## config.mk

```make
export PLATFORM = sky130hd
export DESIGN_NAME = uart_tx_ctrl
export DESIGN_NICKNAME = d
export VERILOG_FILES = /design/src/rtl/uart_tx_ctrl.sv
export SDC_FILE = /design/constraint.sdc
export NUM_CORES = 1
export LEC_CHECK = 0
export CAP_MARGIN = 20
export CORE_MARGIN = 8
export CORE_UTILIZATION = 44
export DETAILED_ROUTE_END_ITERATION = 10
export GPL_ROUTABILITY_DRIVEN = 0
export GPL_TIMING_DRIVEN = 0
export HOLD_SLACK_MARGIN = 0.05
export PLACE_DENSITY_LB_ADDON = 0.12
export SLEW_MARGIN = 30
export SYNTH_ARGS = -nofsm -noshare
export SYNTH_HDL_FRONTEND = slang
export SYNTH_SLANG_ARGS = --single-unit
```

## constraint.sdc

```tcl
create_clock -name clk -period 1.6 [get_ports clk]
set_input_delay 0.32 -clock clk [delete_from_list [all_inputs] [get_ports clk]]
set_output_delay 0.32 -clock clk [all_outputs]
set_load 0.03 [all_outputs]
```

## src/rtl/uart_tx_ctrl.sv

```systemverilog
`default_nettype none
// ============================================================================
// Module   : uart_tx_ctrl
// Purpose  : UART transmit framer. Accepts one byte per request and drives an
//            external 8-bit LSB-first serializer, muxing start, data, optional
//            parity and stop bits onto the serial line, one bit per clock.
// Ports    : clk, rst        - clock, synchronous active-high reset
//            P_DATA[7:0]     - byte to send, sampled on accept
//            data_valid      - request strobe, honoured only in IDLE
//            PAR_EN, PAR_TYP - parity enable / type (0 even, 1 odd), sampled on accept
//            ser_done        - serializer has shifted its 8th bit
//            ser_data        - serializer's current data bit
//            ser_en          - serializer shift enable (START and DATA)
//            ser_p_data[7:0] - serializer load value
//            TX_OUT          - serial line, idles high
//            busy            - high outside IDLE
// Revision : 1.0 - initial release
// ============================================================================
module uart_tx_ctrl #(
   parameter int STOP_BITS = 1
) (
   input  logic       clk,
   input  logic       rst,
   input  logic [7:0] P_DATA,
   input  logic       data_valid,
   input  logic       PAR_EN,
   input  logic       PAR_TYP,
   input  logic       ser_done,
   input  logic       ser_data,
   output logic       ser_en,
   output logic [7:0] ser_p_data,
   output logic       TX_OUT,
   output logic       busy
);

   typedef enum logic [2:0] {
      IDLE   = 3'd0,
      START  = 3'd1,
      DATA   = 3'd2,
      PARITY = 3'd3,
      STOP   = 3'd4
   } state_t;

   // Value of the 1-bit stop counter during the final stop cycle.
   localparam logic STOP_LAST = (STOP_BITS == 2);

   state_t     state;
   state_t     state_next;
   logic [7:0] data_lat;
   logic       par_en_lat;
   logic       par_bit;
   logic       stop_cnt;

   always_ff @(posedge clk) begin
      if (rst) begin
         state <= IDLE;
      end else begin
         state <= state_next;
      end
   end

   // Request capture and stop-bit counting.
   always_ff @(posedge clk) begin
      if (rst) begin
         data_lat   <= 8'h00;
         par_en_lat <= 1'b0;
         par_bit    <= 1'b0;
         stop_cnt   <= 1'b0;
      end else begin
         if (state == IDLE && data_valid) begin
            data_lat   <= P_DATA;
            par_en_lat <= PAR_EN;
            par_bit    <= (^P_DATA) ^ PAR_TYP;
         end
         if (state == STOP) begin
            stop_cnt <= (stop_cnt == STOP_LAST) ? 1'b0 : ~stop_cnt;
         end else begin
            stop_cnt <= 1'b0;
         end
      end
   end

   always_comb begin
      state_next = state;
      TX_OUT     = 1'b1;
      ser_en     = 1'b0;
      busy       = 1'b1;
      case (state)
         IDLE: begin
            busy = 1'b0;
            if (data_valid) begin
               state_next = START;
            end
         end
         START: begin
            TX_OUT     = 1'b0;
            ser_en     = 1'b1;
            state_next = DATA;
         end
         DATA: begin
            TX_OUT = ser_data;
            ser_en = 1'b1;
            // ser_done marks bit 7 on the line: this is the last data cycle.
            if (ser_done) begin
               state_next = par_en_lat ? PARITY : STOP;
            end
         end
         PARITY: begin
            TX_OUT     = par_bit;
            state_next = STOP;
         end
         STOP: begin
            if (stop_cnt == STOP_LAST) begin
               state_next = IDLE;
            end
         end
         default: begin
            state_next = IDLE;
         end
      endcase
   end

   // In IDLE the serializer (loading while ser_en is low) sees the live byte,
   // so it holds the accepted byte right after the accept edge.
   assign ser_p_data = (state == IDLE) ? P_DATA : data_lat;

endmodule
`default_nettype wire

```

Clock wires, drivers and flops:
Scale: 10 px per um.
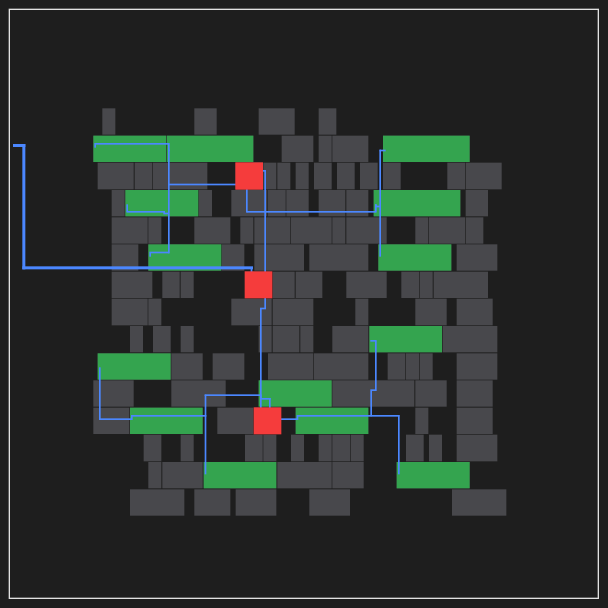
- clock wires: blue (length 186 um)
- clock-net drivers: red (count 3)
- flip-flops: green (count 14)
- routed clock nets: 4

I/O pins on the die edge:
Scale: 4 px per um. Pins as bars across the die edge, other pins in grey.
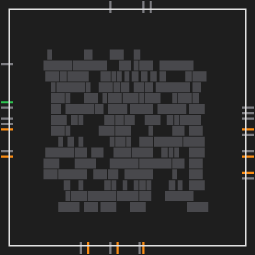
- P_DATA: orange (pins 8; direction input; edge 3 east, 3 south, 2 west)
- data_valid: green (pins 1; direction input; edge west)

The metal 2 layer:
Scale: 6 px per um. Cells faint in the background.
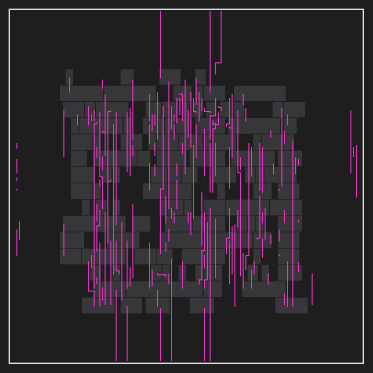
- main direction: vertical
- share of all routed wire: 49%
- longest straight run: 27.5 um

[final timing paths]
check / start / to / cells after the start
max: state[2] / ser_p_data[6] / 4
min: data_lat[0] / data_lat[0] / 2
max reg2reg: state[1] / par_bit / 5
min reg2reg: data_lat[0] / data_lat[0] / 2
[critical path: cells and delay by family, from the launching register on]
kind                   cells  cell delay (ns)
muxes                      1             0.31
and+or+nand+nor            1             0.21
buffers and inverters      2             0.31
DFF                        1             0.37
[where the power goes]
group | total [uW] | internal, uW | switching [uW]
combinational | 1030 | 511 | 515
clock | 194 | 87.1 | 107
sequential | 472 | 414 | 57.9
total | 1690 | 1010 | 680
[registers in the layout (all words and copies together) (netlist names)]
signal	count
data_lat	8
state	3
par_bit	1
par_en_lat	1
stop_cnt	1
[timing repair]
action | CTS | global route
gates resized | 86 | 4
pin swaps | 1 | 1
hold buffers | 0 | 0
setup endpoints to repair | 11 | 10
setup buffers | 3 | 1
[synthesized netlist by cell type (all sizes together)]
library cell,instances,area [sq um]
and2,2,12.51
o21ai,1,5.000
dfxtp,14,280.3
or4b,1,13.76
buf,5,46.29
nor2,3,13.77
o32ai,1,8.760
nor3,2,21.27
o211a,1,10.01
nand2b,2,12.51
nor2b,1,6.260
mux2,8,90.09
mux2i,2,20.02
clkbuf,1,3.750
inv,3,11.26
xnor3,1,22.52
a21oi,13,65.06
nand2,22,82.58
nand3b,2,18.77
xnor2,3,26.28
conb,1,3.750
xor2,2,17.52
o211ai,1,12.51
[through the flow]
stage               hold slack (ns)  utilization  cells  TNS [ns]
floorplan                    0.4338            -     92         0
global placement             0.4399       0.6290    142    -6.736
detailed placement           0.4460       0.6290    142    -6.775
CTS                          0.4591       0.6652    145    -1.519
global route                 0.4805       0.6725    146    -1.866
finish                       0.4561       0.6725    146    -1.453
==> results.toml <==
# generated from flow reports
[setup_path]
critPathSlowestCell = "dfxtp_4"
reg2reg_slack_ns = 0.14

[logic_synthesis]
ys_seq_share = 0.3484
yosys.area_share.adder = 0
ys_ff = 14
synthCells = 92

[route]
via_per_inst = 4.904

[global_routing]
grt_pass1_wl_um = 3450
grt_remaining_overflow = 0

[finish]
diodes = 0
buffer_area_frac = 0.2683
largest_class = "combinational gates"
drive_above_1_share = 0.2975
layout-area-overhead-vs-synth_pct = 44.32
regArea_sq_um = 291.5

[floorplanning]
fp.dieW_um = 58.76
dieArea_sq_mm = 0.003453
pin_count = 26
rows = 15

[final_timing]
setup_viol = 8
skew_ns = 0.004442
timing.final.ws_setup_ns = -0.1892
period_used_share = 1.118

[status]
violations = "setup timing"
status = "complete, but fails checks"

[run]
max_cap_viol_count = 0

[placed_design]
pre_cts_slack_ns = -0.6035
Power is estimated from default activity; no workload was simulated.
